`config.mk`:
```
export PLATFORM = sky130hd
export DESIGN_NAME = time_to_bcd
export DESIGN_NICKNAME = d
export VERILOG_FILES = /design/src/rtl/time_to_bcd.sv
export SDC_FILE = /design/constraint.sdc
export NUM_CORES = 1
export LEC_CHECK = 0
export ABC_AREA = 1
export CAP_MARGIN = 20
export CORE_MARGIN = 2
export CORE_UTILIZATION = 35
export DETAILED_ROUTE_END_ITERATION = 6
export GPL_TIMING_DRIVEN = 0
export HOLD_SLACK_MARGIN = 0.1
export PLACE_DENSITY = 0.53
export SETUP_SLACK_MARGIN = 0.02
export SYNTH_ARGS = -nofsm -noshare
export SYNTH_HDL_FRONTEND = slang
export SYNTH_SLANG_ARGS = --single-unit
```
`constraint.sdc`:
```
create_clock -name CLK -period 6.4 [get_ports CLK]
set_clock_uncertainty 0.1 [all_clocks]
set_input_delay 1.28 -clock CLK [delete_from_list [all_inputs] [get_ports CLK]]
set_output_delay 1.28 -clock CLK [all_outputs]
set_load 0.02 [all_outputs]
```
`src/rtl/time_to_bcd.sv`:
```
// Purpose: iterative seconds-of-day to HH:MM:SS BCD converter, one subtraction step per cycle.
// Latency: done pulses (W+1)+(H+1)+(M+1)+(T+1) edges after the start-accept edge (min 4, 91 worst in-range).
// Backpressure: start is taken only in IDLE; any start while busy is dropped, never queued.
module time_to_bcd #(
  parameter int IN_W        = 32,
  parameter int SEC_PER_DAY = 86400
) (
  input  logic            CLK,
  input  logic            RST,
  input  logic            start,
  input  logic [IN_W-1:0] seconds_in,
  output logic            busy,
  output logic            done,
  output logic [23:0]     bcd,
  output logic            wrapped
);

  localparam logic [IN_W-1:0] DAY_S  = IN_W'(SEC_PER_DAY);
  localparam logic [IN_W-1:0] HOUR_S = IN_W'(3600);
  localparam logic [IN_W-1:0] MIN_S  = IN_W'(60);

  typedef enum logic [2:0] {IDLE, WRAP, HOUR, MIN, SPLIT, DONE} state_t;

  state_t          state;
  logic [IN_W-1:0] rem;
  logic            wrap_flag;
  // binary hour/minute/second values, reduced by 10 per step during SPLIT
  logic [4:0]      h;
  logic [5:0]      m;
  logic [5:0]      s;
  // tens counters built up during SPLIT
  logic [1:0]      ht;
  logic [2:0]      mt;
  logic [2:0]      st;

  // conversion sequencer: capture, modulo-day, hours, minutes, decimal split, publish
  always_ff @(posedge CLK or posedge RST) begin
    if (RST) begin
      state     <= IDLE;
      rem       <= '0;
      wrap_flag <= 1'b0;
      h         <= '0;
      m         <= '0;
      s         <= '0;
      ht        <= '0;
      mt        <= '0;
      st        <= '0;
      busy      <= 1'b0;
      done      <= 1'b0;
      bcd       <= '0;
      wrapped   <= 1'b0;
    end else begin
      case (state)
        IDLE: begin
          if (start) begin
            rem       <= seconds_in;
            h         <= '0;
            m         <= '0;
            wrap_flag <= 1'b0;
            busy      <= 1'b1;
            state     <= WRAP;
          end
        end
        WRAP: begin
          if (rem >= DAY_S) begin
            rem       <= rem - DAY_S;
            wrap_flag <= 1'b1;
          end else begin
            state <= HOUR;
          end
        end
        HOUR: begin
          if (rem >= HOUR_S) begin
            rem <= rem - HOUR_S;
            h   <= h + 5'd1;
          end else begin
            state <= MIN;
          end
        end
        MIN: begin
          if (rem >= MIN_S) begin
            rem <= rem - MIN_S;
            m   <= m + 6'd1;
          end else begin
            // remainder is below 60 here, so six bits hold it exactly
            s     <= rem[5:0];
            ht    <= '0;
            mt    <= '0;
            st    <= '0;
            state <= SPLIT;
          end
        end
        SPLIT: begin
          if (h < 5'd10 && m < 6'd10 && s < 6'd10) begin
            bcd     <= {2'b00, ht, h[3:0], 1'b0, mt, m[3:0], 1'b0, st, s[3:0]};
            wrapped <= wrap_flag;
            done    <= 1'b1;
            state   <= DONE;
          end else begin
            if (h >= 5'd10) begin
              h  <= h - 5'd10;
              ht <= ht + 2'd1;
            end
            if (m >= 6'd10) begin
              m  <= m - 6'd10;
              mt <= mt + 3'd1;
            end
            if (s >= 6'd10) begin
              s  <= s - 6'd10;
              st <= st + 3'd1;
            end
          end
        end
        DONE: begin
          done  <= 1'b0;
          busy  <= 1'b0;
          state <= IDLE;
        end
        default: begin
          done  <= 1'b0;
          busy  <= 1'b0;
          state <= IDLE;
        end
      endcase
    end
  end

endmodule

```
==> impl_metrics.tcl <==
# collected from the flow reports
set metrics [dict create \
    route.detailed.vias_per_inst 5.34 \
    most_common_cell "nand2_1" \
    cts_tree "built" \
    drt-pass1-iter-count 5 \
    floorplan.die.height_um 142 \
    power.combinational.total_mw 2.63 \
    endpoint "busy" \
    cts_resized 0 \
    edf_count 0 \
    top_cells_by_count "316 x nand2_1, 124 x nand3_1, 87 x inv_1, 87 x o21ai_0, 84 x dfrtp_1" \
    max_slew_margin_pct 43.2 \
    layout.clock.cell_area_share_pct 3.77 \
    async_reset_ff_share_pct 100 \
    place.gp.congestion 0.919 \
    stdcell_area_um2 7830 \
    power.leakage_nw 3.63 \
    max-cap-violations 0 \
    global_route.usage.met3_pct 2.77 \
    timing.critical_path.from "busy" \
    final_hold_viol_count 0 \
    grt_util_met1_pct 35.5 \
    clkLatencyLatePin_ns 0.36 \
    run_status "finished clean" \
    synth_largest_type_area_fraction_pct 31.7 \
    vias 7087 \
]
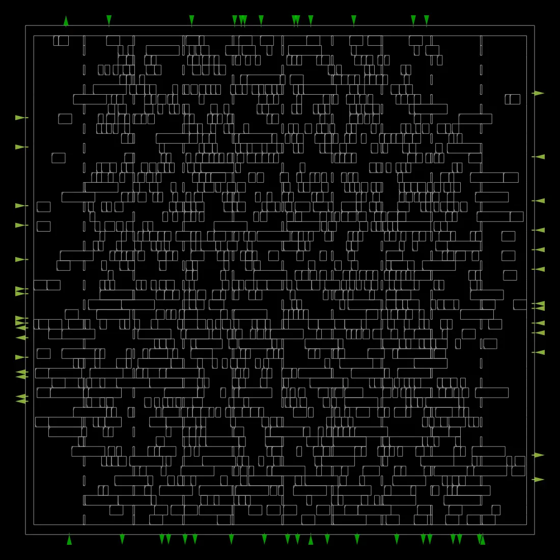
Fig. 1. Placed standard cells.
tap cell instance count: 234
non-filler instance count after layout: 1328
fraction of the core area covered by cells at the end of the flow: 42.0%
number of fill cells in the layout: 2005

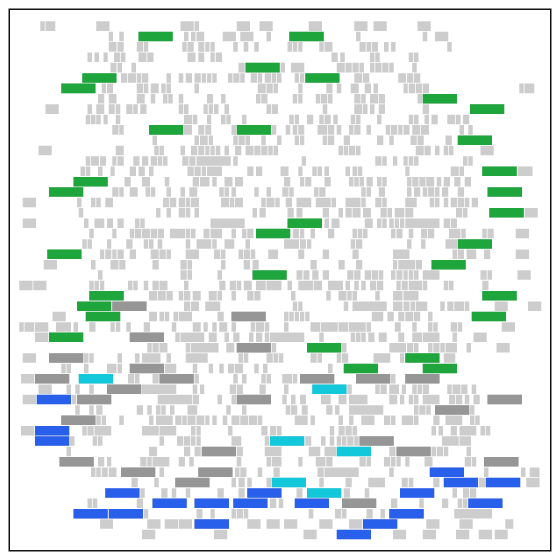
Fig. 2. Register map, names as in the netlist.
bcd -> blue  # placed flops 20
s -> cyan  # placed flops 6, where bottom centre
rem -> green  # placed flops 32
not coloured = 26
flop share of the area: 26.9%
area used by sequential logic in the layout: 2100 um2
sequential group power: 0.996 mW

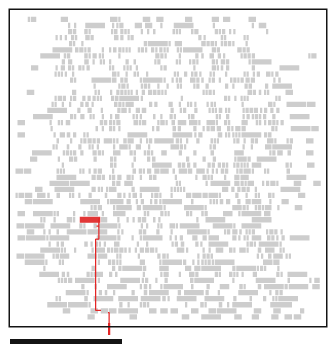
Fig. 3. I/O nets highlighted.
Scale bar: 50 um.
done -> red  # bits 1, direction output, end cells 1, buffers 1, wire 52.3 um
I/O pins: 62
count of buffers inserted at the top-level ports: 57

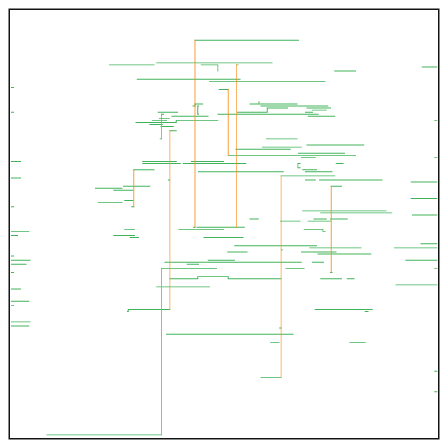
Fig. 4. Wiring by layer.
Only two layers are drawn.
metal 4 -> orange  # wire length 367 um
metal 3 -> green  # wire length 1300 um

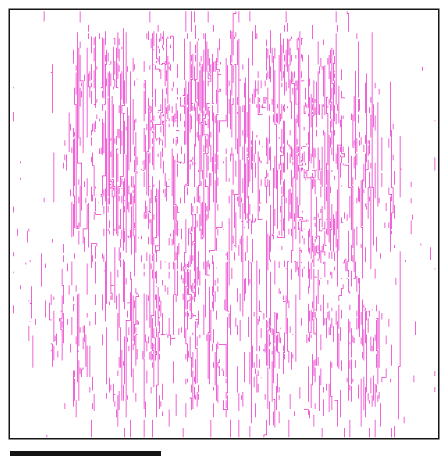
Fig. 5. M2 wires.
Scale bar: 50 um.
wire length on this layer = 9660 um
share of all routed wire = 42%
nets with wire on the layer = 858

Power and IR drop assume default switching activity.
